$ cat src/rtl/muldiv_pkg.sv
// Shared encodings for the RV32M multiply/divide unit: funct3 op codes,
// FSM states and the divide-class helper.
package muldiv_pkg;

   typedef enum logic [2:0] {
      OP_MUL    = 3'b000,
      OP_MULH   = 3'b001,
      OP_MULHSU = 3'b010,
      OP_MULHU  = 3'b011,
      OP_DIV    = 3'b100,
      OP_DIVU   = 3'b101,
      OP_REM    = 3'b110,
      OP_REMU   = 3'b111
   } op_e;

   typedef enum logic [1:0] {
      S_IDLE = 2'd0,
      S_CALC = 2'd1,
      S_DONE = 2'd2
   } state_e;

   function automatic logic is_div(input op_e op);
      return op[2];
   endfunction

endpackage

$ cat src/rtl/muldiv_if.sv
// Request/response bundle between the execute stage and the multiply/divide unit.
// Master drives operands, flush and out_ready; slave returns handshake, result and busy.
interface muldiv_if #(parameter int WIDTH = 32);
   import muldiv_pkg::*;

   logic             flush;
   logic             in_valid;
   logic             in_ready;
   op_e              op;
   logic [WIDTH-1:0] a;
   logic [WIDTH-1:0] b;
   logic             out_valid;
   logic             out_ready;
   logic [WIDTH-1:0] result;
   logic             busy;

   modport master (
      output flush, in_valid, op, a, b, out_ready,
      input  in_ready, out_valid, result, busy
   );

   modport slave (
      input  flush, in_valid, op, a, b, out_ready,
      output in_ready, out_valid, result, busy
   );

endinterface

$ cat src/rtl/muldiv_core.sv
// Radix-2 magnitude datapath: one shift-add (multiply) or restore-subtract (divide) step
// per cycle while cnt != 0; WIDTH steps after load. No backpressure, the owner sequences it.
module muldiv_core #(
   parameter int WIDTH = 32,
   parameter int CNT_W = $clog2(WIDTH + 1)
) (
   input  logic             clk,
   input  logic             rst_n,
   input  logic             load,
   input  logic             clear,
   input  logic             div_mode,
   input  logic [WIDTH-1:0] opnd,
   input  logic [WIDTH-1:0] init_lo,
   output logic [WIDTH-1:0] hi,
   output logic [WIDTH-1:0] lo,
   output logic [CNT_W-1:0] cnt
);

   logic [WIDTH-1:0] acc, lo_r, opnd_r, acc_n, lo_n;
   logic [CNT_W-1:0] cnt_r;
   logic             mode_r;
   logic [WIDTH:0]   mul_sum, shifted;
   logic             fits;

   // Multiply: {acc,lo} is the running product, multiplier bits consumed from lo[0].
   // Divide: acc is the partial remainder, lo shifts dividend out and quotient in.
   always_comb begin
      mul_sum = {1'b0, acc} + (lo_r[0] ? {1'b0, opnd_r} : '0);
      shifted = {acc, lo_r[WIDTH-1]};
      fits    = (shifted >= {1'b0, opnd_r});
      acc_n   = '0;
      lo_n    = '0;
      if (mode_r) begin
         acc_n = fits ? (shifted[WIDTH-1:0] - opnd_r) : shifted[WIDTH-1:0];
         lo_n  = {lo_r[WIDTH-2:0], fits};
      end else begin
         acc_n = mul_sum[WIDTH:1];
         lo_n  = {mul_sum[0], lo_r[WIDTH-1:1]};
      end
   end

   always_ff @(posedge clk or negedge rst_n) begin
      if (!rst_n) begin
         acc    <= '0;
         lo_r   <= '0;
         opnd_r <= '0;
         cnt_r  <= '0;
         mode_r <= 1'b0;
      end else if (clear) begin
         acc    <= '0;
         lo_r   <= '0;
         opnd_r <= '0;
         cnt_r  <= '0;
         mode_r <= 1'b0;
      end else if (load) begin
         acc    <= '0;
         lo_r   <= init_lo;
         opnd_r <= opnd;
         cnt_r  <= CNT_W'(WIDTH);
         mode_r <= div_mode;
      end else if (cnt_r != '0) begin
         acc    <= acc_n;
         lo_r   <= lo_n;
         cnt_r  <= cnt_r - CNT_W'(1);
      end
   end

   assign hi  = acc;
   assign lo  = lo_r;
   assign cnt = cnt_r;

endmodule

$ cat src/rtl/muldiv_unit.sv
// RV32M multiply/divide unit: result WIDTH+1 cycles after accept, 1 cycle for div-by-zero/overflow.
// Accepts only in IDLE; result and out_valid hold in DONE until out_ready; flush aborts.
module muldiv_unit
   import muldiv_pkg::*;
#(
   parameter int  WIDTH = 32,
   localparam int CNT_W = $clog2(WIDTH + 1)
) (
   input logic     clk,
   input logic     rst_n,
   muldiv_if.slave bus
);

   state_e           state;
   op_e              op_r;
   logic             neg_q, neg_r;
   logic             in_ready_r, out_valid_r, busy_r;
   logic [WIDTH-1:0] result_r;

   logic             a_sgn, b_sgn, a_neg, b_neg, div_zero, ovf, special, accept;
   logic [WIDTH-1:0] a_mag, b_mag, spec_res, core_opnd, core_lo_init, hi, lo, fin;
   logic [CNT_W-1:0] cnt;
   logic [2*WIDTH-1:0] prod;

   always_comb begin
      a_sgn    = (bus.op == OP_MULH) || (bus.op == OP_MULHSU) ||
                 (bus.op == OP_DIV)  || (bus.op == OP_REM);
      b_sgn    = (bus.op == OP_MULH) || (bus.op == OP_DIV) || (bus.op == OP_REM);
      a_neg    = a_sgn && bus.a[WIDTH-1];
      b_neg    = b_sgn && bus.b[WIDTH-1];
      a_mag    = a_neg ? -bus.a : bus.a;
      b_mag    = b_neg ? -bus.b : bus.b;
      div_zero = is_div(bus.op) && (bus.b == '0);
      ovf      = ((bus.op == OP_DIV) || (bus.op == OP_REM)) &&
                 (bus.a == {1'b1, {(WIDTH-1){1'b0}}}) && (bus.b == '1);
      special  = div_zero || ovf;
      // op[1] separates REM/REMU from DIV/DIVU
      if (div_zero) spec_res = bus.op[1] ? bus.a : '1;
      else          spec_res = bus.op[1] ? '0 : bus.a;
      core_opnd    = is_div(bus.op) ? b_mag : a_mag;
      core_lo_init = is_div(bus.op) ? a_mag : b_mag;
      accept       = bus.in_valid && in_ready_r && !bus.flush;
   end

   muldiv_core #(.WIDTH(WIDTH), .CNT_W(CNT_W)) u_core (
      .clk      (clk),
      .rst_n    (rst_n),
      .load     (accept && !special),
      .clear    (bus.flush),
      .div_mode (is_div(bus.op)),
      .opnd     (core_opnd),
      .init_lo  (core_lo_init),
      .hi       (hi),
      .lo       (lo),
      .cnt      (cnt)
   );

   always_comb begin
      prod = neg_q ? -{hi, lo} : {hi, lo};
      case (op_r)
         OP_MUL:                      fin = prod[WIDTH-1:0];
         OP_MULH, OP_MULHSU, OP_MULHU: fin = prod[2*WIDTH-1:WIDTH];
         OP_DIV, OP_DIVU:             fin = neg_q ? -lo : lo;
         default:                     fin = neg_r ? -hi : hi;
      endcase
   end

   always_ff @(posedge clk or negedge rst_n) begin
      if (!rst_n) begin
         state       <= S_IDLE;
         op_r        <= OP_MUL;
         neg_q       <= 1'b0;
         neg_r       <= 1'b0;
         in_ready_r  <= 1'b1;
         out_valid_r <= 1'b0;
         busy_r      <= 1'b0;
         result_r    <= '0;
      end else if (bus.flush) begin
         state       <= S_IDLE;
         in_ready_r  <= 1'b1;
         out_valid_r <= 1'b0;
         busy_r      <= 1'b0;
      end else begin
         case (state)
            S_IDLE: if (accept) begin
               op_r       <= bus.op;
               neg_q      <= a_neg ^ b_neg;
               neg_r      <= a_neg;
               in_ready_r <= 1'b0;
               busy_r     <= 1'b1;
               if (special) begin
                  result_r    <= spec_res;
                  out_valid_r <= 1'b1;
                  state       <= S_DONE;
               end else begin
                  state <= S_CALC;
               end
            end
            S_CALC: if (cnt == '0) begin
               result_r    <= fin;
               out_valid_r <= 1'b1;
               state       <= S_DONE;
            end
            S_DONE: if (bus.out_ready) begin
               out_valid_r <= 1'b0;
               in_ready_r  <= 1'b1;
               busy_r      <= 1'b0;
               state       <= S_IDLE;
            end
            default: state <= S_IDLE;
         endcase
      end
   end

   assign bus.in_ready  = in_ready_r;
   assign bus.out_valid = out_valid_r;
   assign bus.busy      = busy_r;
   assign bus.result    = result_r;

endmodule

$ cat src/flat_wrapper.sv
// flat-port wrapper written by rule: the top's interface ports become plain ports
module muldiv_unit_flat import muldiv_pkg::*;
#(
   parameter int  WIDTH = 32,
   localparam int CNT_W = $clog2(WIDTH + 1)
)
  (clk, rst_n, bus_flush, bus_in_valid, bus_op, bus_a, bus_b, bus_out_ready, bus_in_ready, bus_out_valid, bus_result, bus_busy);
  muldiv_if #(.WIDTH(WIDTH)) bus_i ();
  input logic clk;
  input logic rst_n;
  input wire logic [$bits(bus_i.flush)-1:0] bus_flush;
  input wire logic [$bits(bus_i.in_valid)-1:0] bus_in_valid;
  input wire logic [$bits(bus_i.op)-1:0] bus_op;
  input wire logic [$bits(bus_i.a)-1:0] bus_a;
  input wire logic [$bits(bus_i.b)-1:0] bus_b;
  input wire logic [$bits(bus_i.out_ready)-1:0] bus_out_ready;
  output wire logic [$bits(bus_i.in_ready)-1:0] bus_in_ready;
  output wire logic [$bits(bus_i.out_valid)-1:0] bus_out_valid;
  output wire logic [$bits(bus_i.result)-1:0] bus_result;
  output wire logic [$bits(bus_i.busy)-1:0] bus_busy;
  assign bus_i.flush = bus_flush;
  assign bus_i.in_valid = bus_in_valid;
  assign bus_i.op = bus_op;
  assign bus_i.a = bus_a;
  assign bus_i.b = bus_b;
  assign bus_i.out_ready = bus_out_ready;
  assign bus_in_ready = bus_i.in_ready;
  assign bus_out_valid = bus_i.out_valid;
  assign bus_result = bus_i.result;
  assign bus_busy = bus_i.busy;
  muldiv_unit #(.WIDTH(WIDTH)) u_core (.clk(clk), .rst_n(rst_n), .bus(bus_i));
endmodule
$ cat config.mk
export PLATFORM = sky130hd
export DESIGN_NAME = muldiv_unit_flat
export DESIGN_NICKNAME = d
export VERILOG_FILES = /design/src/rtl/muldiv_pkg.sv /design/src/rtl/muldiv_if.sv /design/src/rtl/muldiv_core.sv /design/src/rtl/muldiv_unit.sv /design/src/flat_wrapper.sv
export SDC_FILE = /design/constraint.sdc
export NUM_CORES = 1
export LEC_CHECK = 0
export CAP_MARGIN = 20
export CELL_PAD_IN_SITES_DETAIL_PLACEMENT = 1
export CELL_PAD_IN_SITES_GLOBAL_PLACEMENT = 1
export CORE_UTILIZATION = 35
export DETAILED_ROUTE_END_ITERATION = 7
export PLACE_DENSITY_LB_ADDON = 0.1
export SLEW_MARGIN = 10
export SYNTH_ARGS = -nofsm -noshare
export SYNTH_HDL_FRONTEND = slang
export SYNTH_SLANG_ARGS = --single-unit
$ cat constraint.sdc
create_clock -name clk -period 5.91 [get_ports clk]
set_clock_uncertainty 0.1 [all_clocks]
set_input_delay 0.591 -clock clk [delete_from_list [all_inputs] [get_ports clk]]
set_output_delay 0.591 -clock clk [all_outputs]
set_load 0.03 [all_outputs]
Figure 1. Track usage over the die (run 1).
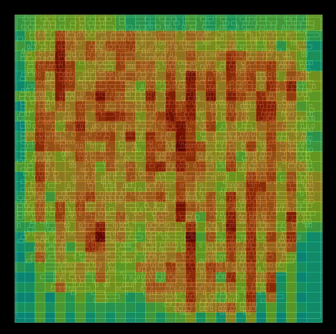
met1 usage: 42.2%
GR Util met2: 47.7%
met3 capacity usage during global routing: 3.33%
final core utilization: 40.4%

Figure 2. Cell sizes after repair (run 1).
Scale: 2 px per um.
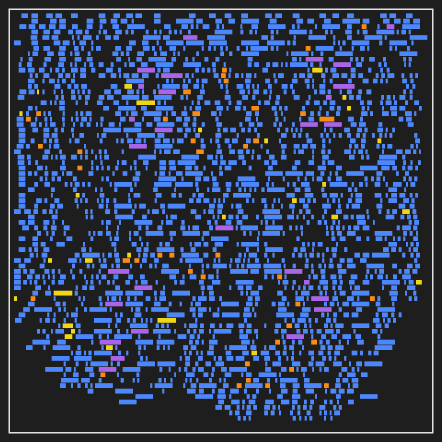
_0 and _1 cells: shown in blue, cells 1977, share 95%, most used nand2_1. _3 and _4 cells: shown in orange, cells 41, share 2.0%, most used buf_4. _6 and larger: shown in purple, cells 28, share 1.4%, most used clkbuf_16. _2 cells: shown in yellow, cells 28, share 1.4%, most used or2_2.

==> flow_metrics.env, run 1 <==
# source this file to load flow results
export IMPL_final_period_utilization_pct=79.1
export IMPL_clk_root_buffer_cell="clkbuf_16"
export IMPL_crit_type="flop to flop"
export IMPL_fin_tns_setup_ns=0
export IMPL_die_area_sq_um=44500
export IMPL_ff_type="dfrtp_1"
export IMPL_cts_setup_buffers=0
export IMPL_combinationalPowerShare_pct=61.7
export IMPL_fp_coreArea_sq_um=43100
export IMPL_power_share_switching_pct=52.0
export IMPL_clock_latency_late_pin_ns=0.46
export IMPL_io_pin_count=107
export IMPL_min_delay_path_depth=2
export IMPL_synth_seq_cells=145
export IMPL_yosys_area_top_type="dfrtp_1"
export IMPL_power_switching_mw=3.92
export IMPL_drt_wl_total_um=66500
export IMPL_antennaDiodeCount=0
export IMPL_slew_violations=0
export IMPL_pwr_share_seq_pct=22.0
export IMPL_first_global_vias=15800
export IMPL_critical_path_cell_chain="ha_1, nand3_1, o21bai_1, a2111oi_0, o21ai_0, a21oi_1, o211a_1, or3_2, buf_4, mux2i_1, a21oi_1, a21o_1"
export IMPL_tritoncts="built"
export IMPL_synth_sequential_area_ratio_pct=23.8
export IMPL_cts_repair_resize_count=0
export IMPL_critical_path_max_fanout=32
export IMPL_final_layout_size_suffix_gt1_share_pct=4.68
export IMPL_final_net_count=2209
export IMPL_global_route_wire_length_before_repair_um=100000
export IMPL_cts_hold_repair_buffers=1
export IMPL_cp_arrival_ns=4.93
export IMPL_fin_total_pwr_mw=7.54
export IMPL_maximum_number_of_pins_on_one_net_before_global_route_repair=87
export IMPL_asyncSetResetFlopFracSynth_pct=100
export IMPL_route_detailed_wl_per_inst_um=25.0
export IMPL_grt_antenna_before_repair=1
export IMPL_power_leakage_nw=7.13
export IMPL_worst_setup_path_start_kind="flop"
export IMPL_die_width_um=211
export IMPL_floorplan_die_height_um=211
export IMPL_global_route_usage_total_pct=30.0
export IMPL_viasPerCell=6.02
export IMPL_post_synth_most_frequent_cells="276 x nand2_1, 185 x o21ai_0, 183 x a21oi_1"
export IMPL_run_status="completed"
export IMPL_max_clock_freq_ghz=0.214
export IMPL_dp_cells=2625
export IMPL_drt_pass1_iterations=5
export IMPL_post_synth_inst_count=2056
export IMPL_cpMostUsedCell="a21oi_1"
export IMPL_critical_path_slowest_cell="a2111oi_0"
export IMPL_ir_worst_vdd_mv=0.199
export IMPL_cts_buffers=17
export IMPL_drc_violations_left=0
export IMPL_post_synth_instance_area_sq_um=15300
export IMPL_power_density_nw_per_um2=433
export IMPL_r2r_slack_ns=1.23
export IMPL_postSynthNetCount=2204
export IMPL_place_hpwl_um=51800
export IMPL_synth_distinct_cells=74
export IMPL_pwr_share_clk_pct=16.3
export IMPL_fp_util_pct=35.5
export IMPL_setup_viol=0
export IMPL_detailroute_via_count=16000
export IMPL_timing_critical_path_to_type="flop"
export IMPL_gp_congestion=0.935
export IMPL_edf_count=0
export IMPL_internal_power_mw=3.62
export IMPL_reg2reg_depth=12
export IMPL_yosys_cell_count_top_type="nand2_1"
export IMPL_synth_avg_cell_area_sq_um=7.43
export IMPL_synthTopCellsByArea="dfrtp_1 24%, nand2_1 6.8%, xnor2_1 6.1%, ha_1 6.1%, o21ai_0 6.1%"
export IMPL_num_rows=76
export IMPL_critical_path_max_stage_delay_ns=0.74
export IMPL_hold_path_class="flop to flop"
export IMPL_post_route_min_period_ns=4.68
export IMPL_finalHoldViolations=0
export IMPL_grt_setup_unrepaired="no"
export IMPL_yosys_stat_area_sq_um=15300
export IMPL_worst_slew_pin_transition_ns=0.991
export IMPL_ys_warnings_count=0
export IMPL_finish_cell_count_without_fillers=2659
export IMPL_slew_headroom_pct=33.9
export IMPL_syn2layout_area_growth_pct=13.9
export IMPL_cp_data_required_time_ns=6.16
export IMPL_detail_route_iter0_violations=1286
export IMPL_max_cap_viol_count=0
export IMPL_clockBufferDepth=2
export IMPL_portBuffers=106
export IMPL_detail_route_antenna_nets=0
Figure 3. A small window of the routed layout (run 1).
Region (40, 146) to (65, 171) um. Cells in grey, sequential cells in the stronger grey; small squares are vias.
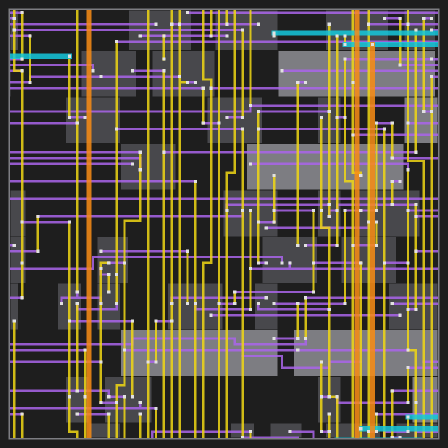
metal 2: shown in yellow. metal 1: shown in purple. metal 3: shown in cyan. metal 4: shown in orange.
Sequential cells in the window: 4. Netlist names of flops here include u_core.u_core.lo (4). 29 logic cells have their middle in the window. Most frequent: nand2_1 (7), dfrtp_1 (4).

## run 1: metrics by stage
| stage | cell area, sq um | worst slack (ns) |
|---|---|---|
| 2_1_floorplan | 15300 | 2.25 |
| 3_3_place_gp | 16700 | 1.03 |
| 3_5_place_dp | 16700 | 0.949 |
| 4_1_cts | 17400 | 1.19 |
| 5_1_grt | 17400 | 0.992 |
| 6_report | 17400 | 1.23 |
## run 1: sequential cells by signal, summed over array words and instances, names as in the netlist
register,flops
u_core.bus.busy,1
u_core.bus.in_ready,1
u_core.bus.out_valid,1
u_core.bus.result,32
u_core.neg_q,1
u_core.neg_r,1
u_core.op_r,3
u_core.state,2
u_core.u_core.cnt,6
u_core.u_core.hi,32
u_core.u_core.lo,32
u_core.u_core.mode_r,1
u_core.u_core.opnd_r,32
## run 1: power groups by stage
stage	logic (mW)	registers, mW	clock network [mW]
floorplan	3.01	1.63	0
global placement	4.52	1.65	0
detailed placement	4.57	1.67	0
CTS	4.60	1.65	1.24
global route	5.03	1.69	1.28
finish	4.65	1.66	1.23
## run 1: worst paths after layout
| kind | from | end |
|---|---|---|
| setup / recovery | u_core.u_core.hi[3] | u_core.u_core.hi[7] |
| hold / removal | u_core.bus.result[24] | u_core.bus.result[24] |
| setup reg to reg | u_core.u_core.hi[3] | u_core.u_core.hi[7] |
| hold reg to reg | u_core.bus.result[24] | u_core.bus.result[24] |
| max in group asynchronous | rst_n | u_core.u_core.mode_r |
| min in group asynchronous | rst_n | u_core.u_core.hi[25] |
## run 1: critical path, delay by kind of cell, from the launching register on
| family | cells | cell delay [ns] |
|---|---|---|
| simple gates | 2 | 0.78 |
| compound gates | 7 | 2.09 |
| buf+inv | 1 | 0.35 |
| fa+ha+maj | 1 | 0.46 |
| flops | 1 | 0.54 |
| mux | 1 | 0.22 |
## run 1: layout make-up
class	count	area, sq um	area share [%]
Multi-Input combinational cell	1689	10800	62.2
Clock inverter	14	204	1.17
Sequential cell	145	3630	20.9
Clock buffer	18	429	2.47
Tap cell	585	732	4.21
Inverter	71	267	1.53
Timing Repair Buffer	137	1310	7.54
## run 1: metal layers
metal	vias to the layer above	track usage [%]	wire length [um]
li1	7439	-	-
met1	8078	42.2	31200
met2	406	47.7	30200
met3	78	3.33	3120
met4	0	9.97	1980
met5	-	0	0
## run 1: placed cells by master (no fill, tap or decap), types with 48 or more instances in the layout
master           netlist  final
a21oi_1              183    183
clkdlybuf4s50_1        0    103
dfrtp_1              144    142
ha_1                  74     73
inv_1                 68     68
mux2i_1               64     64
nand2_1              276    276
nor2_1               166    164
o211ai_1              48     48
o21ai_0              185    185
xnor2_1              107    107
xor2_1                74     74
## run 1: kinds of logic after synthesis
| group | after synthesis | share of synthesized area (%) |
|---|---|---|
| flip-flops | 145 | 23.8 |
| adder cells (fa/ha/maj) | 105 | 8.22 |
| buffers and inverters | 222 | 5.54 |
| XOR/XNOR | 181 | 10.4 |
| AND-OR/OR-AND | 667 | 27.6 |
| multiplexers | 67 | 4.41 |
| AND/OR/NAND/NOR | 669 | 20.1 |
==> run 2, diff against run 1 <==
clock period = 4.4 ns   (was 5.91 ns; I/O delays follow)
Figure 4. A small window of the routed layout (run 2).
Region (40, 146) to (65, 171) um. Cells in grey, sequential cells in the stronger grey; small squares are vias.
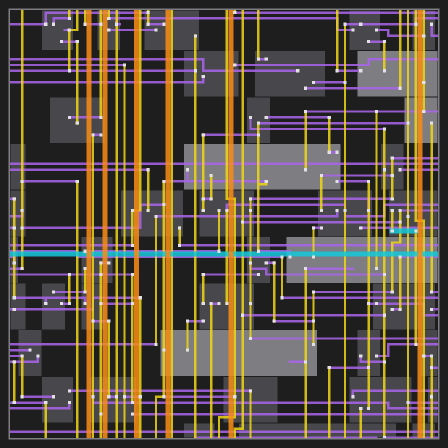
metal 4: shown in orange. metal 3: shown in cyan. metal 2: shown in yellow. metal 1: shown in purple.
Netlist names of flops here include u_core.u_core.lo (3), u_core.neg_r (1). Sequential cells in the window: 4. Most frequent: nand2_1 (8), dfrtp_1 (4). 32 logic cells have their middle in the window.

==> flow_metrics.env, run 2 <==
# source this file to load flow results
export IMPL_run_status="completed"
export IMPL_drt_wl_total_um=67900
export IMPL_synthTopCellsByArea="dfrtp_1 24%, nand2_1 6.8%, xnor2_1 6.1%, ha_1 6.1%, o21ai_0 6.1%"
export IMPL_critical_path_slowest_cell="o21ai_0"
export IMPL_clk_root_buffer_cell="clkbuf_16"
export IMPL_die_width_um=211
export IMPL_detail_route_antenna_nets=0
export IMPL_global_route_usage_total_pct=30.9
export IMPL_portBuffers=106
export IMPL_hold_path_class="flop to flop"
export IMPL_cts_buffers=17
export IMPL_yosys_cell_count_top_type="nand2_1"
export IMPL_synth_cellmix_adderShare_pct=8.22
export IMPL_synth_distinct_cells=74
export IMPL_cpMostUsedCell="a21oi_1"
export IMPL_max_clock_freq_ghz=0.247
export IMPL_simple_gate_fraction_of_synth_area_pct=20.1
export IMPL_max_cap_viol_count=0
export IMPL_mux_share_pct=4.41
export IMPL_finalHoldViolations=0
export IMPL_postSynthNetCount=2204
export IMPL_power_leakage_nw=7.40
export IMPL_cp_data_required_time_ns=4.68
export IMPL_drc_violations_left=0
export IMPL_ir_worst_vdd_mv=0.265
export IMPL_post_synth_instance_area_sq_um=15300
export IMPL_edf_count=0
export IMPL_fp_util_pct=35.5
export IMPL_num_rows=76
export IMPL_mostFrequentLayoutCell="nand2_1"
export IMPL_tritoncts="built"
export IMPL_worst_setup_path_start_kind="flop"
export IMPL_detailroute_via_count=16100
export IMPL_detailedPlace_worstSlack_ns=-0.0356
export IMPL_place_hpwl_um=53600
export IMPL_setup_viol=0
export IMPL_clockBufferDepth=2
export IMPL_final_comb_area_sq_um=10800
export IMPL_cts_setup_buffers=0
export IMPL_netlist_logic_family_top="AND-OR/OR-AND gates"
export IMPL_final_layout_size_suffix_gt1_share_pct=7.06
export IMPL_maximum_number_of_pins_on_one_net_before_global_route_repair=85
export IMPL_detail_route_iter0_violations=1221
export IMPL_antennaDiodeCount=0
export IMPL_synth_compound_gate_area_share_pct=27.6
export IMPL_crit_type="flop to flop"
export IMPL_timing_critical_path_to_type="flop"
export IMPL_first_global_vias=16000
export IMPL_synth_avg_cell_area_sq_um=7.43
export IMPL_slew_violations=0
export IMPL_post_synth_most_frequent_cells="276 x nand2_1, 185 x o21ai_0, 183 x a21oi_1"
export IMPL_lay_top_cells="276 x nand2_1, 185 x o21ai_0, 183 x a21oi_1"
export IMPL_worst_slew_pin_transition_ns=0.864
export IMPL_viasPerCell=5.94
export IMPL_floorplan_die_height_um=211
export IMPL_critical_path_max_stage_delay_ns=0.53
export IMPL_die_area_sq_um=44500
export IMPL_cts_repair_resize_count=0
export IMPL_yosys_stat_area_sq_um=15300
export IMPL_grt_antenna_before_repair=0
export IMPL_fp_coreArea_sq_um=43100
export IMPL_ff_type="dfrtp_1"
export IMPL_final_net_count=2261
export IMPL_final_period_utilization_pct=91.9
export IMPL_clock_latency_late_pin_ns=0.50
export IMPL_ys_warnings_count=0
export IMPL_io_pin_count=107
export IMPL_critical_path_cell_chain="inv_1, buf_4, buf_4, nor2_1, ha_1, nand2_1, nor2_1, o21a_1, a221o_1, a21oi_1, o21ai_0, mux2_2, a21oi_1, a21oi_1, a22o_1"
export IMPL_synth_seq_cells=145
export IMPL_power_density_nw_per_um2=578
export IMPL_synth_cellmix_xorXnorShare_pct=10.4
export IMPL_global_route_wire_length_before_repair_um=102000
export IMPL_post_synth_inst_count=2056
export IMPL_asyncSetResetFlopFracSynth_pct=100
export IMPL_critical_path_max_fanout=13
Figure 5. Track usage over the die (run 2).
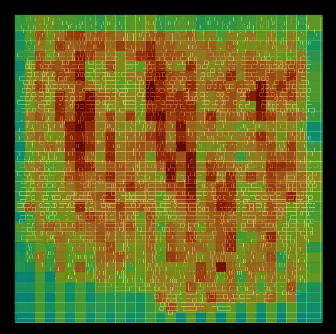
average detailed-routed wire length per instance: 25.1 um
met1 usage: 42.4%
GRT busiest layer: met2
GR Util met2: 47.8%

[run 2: through the flow]
step	cells	instance area [sq um]	util (%)	TNS (ns)	power (mW)
2_1_floorplan	2056	15300	-	0	6.23
3_3_place_gp	2678	17200	39.9	-0.00110	8.47
3_5_place_dp	2678	17200	39.9	-0.177	8.59
4_1_cts	2711	17800	41.4	0	10.2
5_1_grt	2711	17800	41.4	0	10.9
6_report	2711	17800	41.4	0	10.3
[run 2: layer usage]
layer  GRT usage [%]  vias up  share of wire, %
met5               0        -                 0
met4            9.92        0               2.7
met3            6.93       69               6.4
met2            47.8      435                45
met1            42.4     8024                46
li1                -     7572                 -
[run 2: area by class of cell]
class | count | area share, %
timing repair buffer | 189 | 9.84
tap | 585 | 4.11
clock buffer | 18 | 2.47
clock inverter | 14 | 0.934
inverter | 71 | 1.50
multi-input combinational | 1689 | 60.8
sequential | 145 | 20.4
[run 2: what timing repair did]
item	in CTS	in global routing
endpoints found under the setup margin	0	0
hold buffers	1	0
endpoints found under the hold margin	77	0
[run 2: final timing paths]
path	start	end	slack (ns)	cells after the start
worst max-delay path	u_core.u_core.lo[0]	u_core.u_core.hi[25]	0.36	15
worst min-delay path	u_core.bus.result[28]	u_core.bus.result[28]	0.38	2
worst max register to register	u_core.u_core.lo[0]	u_core.u_core.hi[25]	0.36	15
worst min register to register	u_core.bus.result[28]	u_core.bus.result[28]	0.38	2
max in group asynchronous	rst_n	u_core.bus.in_ready	2.73	3
min in group asynchronous	rst_n	u_core.bus.result[22]	0.47	2
[run 2: power by group]
part / internal [mW] / total (mW) / leakage, nW / switching (mW)
Combinational: 2.39 / 6.53 / 5.18 / 4.13
Clock: 0.866 / 1.59 / 0.295 / 0.722
Sequential: 1.67 / 2.17 / 1.93 / 0.501
[run 2: logic make-up (layout without fill, tap and decap cells)]
family	Yosys count	after routing
compound gates	667	667
xor+xnor	181	181
fa+ha+maj	105	105
buf+inv	222	292
flops	145	145
mux	67	67
simple gates	669	669
[run 2: worst max-delay path, delay by kind of cell, from the launching register on]
family	cells	cell delay [ns]
flip-flops	1	0.43
adder cells (fa/ha/maj)	1	0.34
AND/OR/NAND/NOR	3	0.48
buffers and inverters	3	0.57
multiplexers	1	0.40
AND-OR/OR-AND	7	1.60
==> run 3, diff against run 2 <==
ABC_AREA = 1   (was unset)
Figure 6. Metal 1 (run 3).
Scale: 2 px per um.
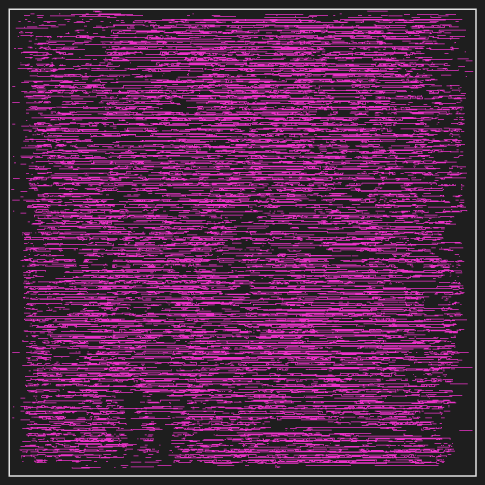
The layer carries 44.4 mm of wire. The longest straight run is 85.6 um.

==> flow_metrics.env, run 3 <==
# source this file to load flow results
export IMPL_drc_violations_left=0
export IMPL_cp_data_required_time_ns=4.68
export IMPL_yosys_cell_count_top_type="nand2_1"
export IMPL_critical_path_max_fanout=18
export IMPL_clk_root_buffer_cell="clkbuf_16"
export IMPL_slew_violations=0
export IMPL_detailroute_via_count=23800
export IMPL_maximum_number_of_pins_on_one_net_before_global_route_repair=80
export IMPL_drt_pass1_iterations=5
export IMPL_yosys_stat_area_sq_um=18600
export IMPL_mostFrequentLayoutCell="nand2_1"
export IMPL_fp_coreArea_sq_um=52600
export IMPL_run_status="completed"
export IMPL_lay_top_cells="1103 x nand2_1, 407 x nor2_1, 404 x inv_1"
export IMPL_asyncSetResetFlopFracSynth_pct=100
export IMPL_syn2layout_area_growth_pct=13.0
export IMPL_ir_worst_vdd_mv=0.373
export IMPL_global_route_usage_total_pct=39.1
export IMPL_final_period_utilization_pct=94.4
export IMPL_fin_total_pwr_mw=15.4
export IMPL_global_route_wire_length_before_repair_um=155000
export IMPL_post_synth_inst_count=3360
export IMPL_route_detailed_wl_per_inst_um=25.6
export IMPL_setup_viol=0
export IMPL_max_cap_viol_count=0
export IMPL_max_clock_freq_ghz=0.241
export IMPL_yosys_area_top_type="nand2_1"
export IMPL_io_pin_count=107
export IMPL_die_area_sq_um=54100
export IMPL_viasPerCell=5.76
export IMPL_clockBufferDepth=2
export IMPL_crit_type="flop to flop"
export IMPL_synth_avg_cell_area_sq_um=5.54
export IMPL_tritoncts="built"
export IMPL_worst_setup_path_start_kind="flop"
export IMPL_fin_tns_setup_ns=0
export IMPL_gp_congestion=1.01
export IMPL_first_global_vias=23500
export IMPL_power_leakage_nw=10.6
export IMPL_post_route_min_period_ns=4.16
export IMPL_cts_buffers=17
export IMPL_power_density_nw_per_um2=734
export IMPL_slew_headroom_pct=24.7
export IMPL_hold_path_class="flop to flop"
export IMPL_detail_route_antenna_nets=0
export IMPL_post_synth_most_frequent_cells="1103 x nand2_1, 408 x nor2_1, 404 x inv_1"
export IMPL_timing_critical_path_to_type="flop"
export IMPL_ff_type="dfrtp_1"
export IMPL_portBuffers=106
export IMPL_num_rows=84
export IMPL_postSynthNetCount=3508
export IMPL_synthTopCellsByArea="nand2_1 22%, dfrtp_1 19%, nand3_1 8.8%, nor2_1 8.2%, inv_1 8.1%"
export IMPL_ys_warnings_count=0
export IMPL_die_width_um=233
export IMPL_edf_count=0
export IMPL_grt_setup_unrepaired="no"
Figure 7. Placement by cell class (run 3).
Scale: 1.5 px per um.
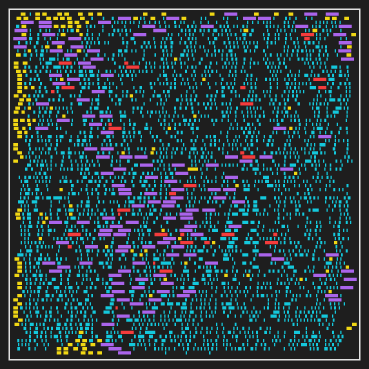
clock drivers and dummy loads: shown in red, cells 32, share of their area 2.8%. remaining buffers and delay cells: shown in yellow, cells 164, share of their area 7.5%. sequential cells: shown in purple, cells 145, share of their area 18%. combinational and other logic: shown in cyan, cells 3100, share of their area 72%.

[run 3: cell count changes in the layout (fill, tap and decap cells not counted), sizes merged, moves of 28 or more]
cell,delta
xnor2,-88
a21o,-33
o21ai,+111
nand4,+33
maj3,-29
nand2,+832
mux2i,-63
a21oi,-28
nand3,+309
nor2,+258
inv,+345
o221ai,-32
[run 3: cell families (layout without fill, tap and decap cells)]
group	after synthesis	count (layout)	synth area share [%]
AOI/OAI and AO/OA	524	524	15.4
xor gates and xnor gates	86	86	4.05
adders and majority gates	76	76	5.19
buffers and inverters	536	617	11.3
DFF	145	145	19.5
muxes	1	1	0.0538
other	0	1	0
and+or+nand+nor	1992	1992	44.5
[run 3: final timing paths]
kind / from / endpoint / slack (ns) / cells past startpoint
max in group asynchronous: rst_n / u_core.bus.in_ready / 2.70 / 3
min reg2reg: u_core.bus.result[21] / u_core.bus.result[21] / 0.39 / 2
max reg2reg: u_core.u_core.hi[2] / u_core.u_core.hi[5] / 0.24 / 16
min: u_core.bus.result[21] / u_core.bus.result[21] / 0.39 / 2
max: u_core.u_core.hi[2] / u_core.u_core.hi[5] / 0.24 / 16
min in group asynchronous: rst_n / u_core.u_core.hi[27] / 0.42 / 2
[run 3: layer usage]
metal  global-route usage [%]  wire, um
met1                     50.1     44400
met2                     62.7     47700
met3                     6.12      7490
met4                     21.0      6060
met5                        0        11
[run 3: cell type report]
type	instances	area [sq um]
Fill cell	7390	31500
Multi-Input combinational cell	2679	12900
Sequential cell	145	3630
Inverter	421	1580
Timing Repair Buffer	164	1510
Tap cell	688	861
Clock buffer	19	443
Clock inverter	13	119
Antenna cell	1	2.50
[run 3: critical path: stages, from the launching register on]
cell	delay [ns]
dfrtp_1	0.78
ha_1	0.40
nand2_1	0.14
inv_1	0.05
nand2_1	0.09
nand2_1	0.05
nand2_1	0.05
nand3_1	0.23
nand2_1	0.14
nand2_1	0.10
nand3_1	0.43
nand2_1	0.16
buf_4	0.26
nor2_2	0.58
nand2_1	0.24
nand3_1	0.16
nand2_1	0.06
[run 3: power breakdown]
group          internal (mW)  leakage [nW]  switching, mW
Sequential              1.76          1.91          0.732
Combinational           3.20          8.47           8.23
Clock                  0.756         0.273          0.757
[run 3: repair_timing]
action	in CTS	in global routing
hold buffers	1	0
endpoints found under the hold margin	66	0
setup buffers	0	0
resized	0	0
[run 3: per-stage QoR]
step	hold slack, ns	area, sq um	util [%]	instances	worst slack (ns)
after floorplan	0.0444	18600	-	3360	1.83
after global placement	0.361	20500	39.0	4096	0.386
after detailed placement	0.369	20500	39.0	4096	0.297
after CTS	0.388	21000	40.0	4129	0.250
after global routing	0.396	21000	40.0	4129	0.00124
final	0.386	21000	40.0	4130	0.244
Power is estimated from default activity; no workload was simulated.
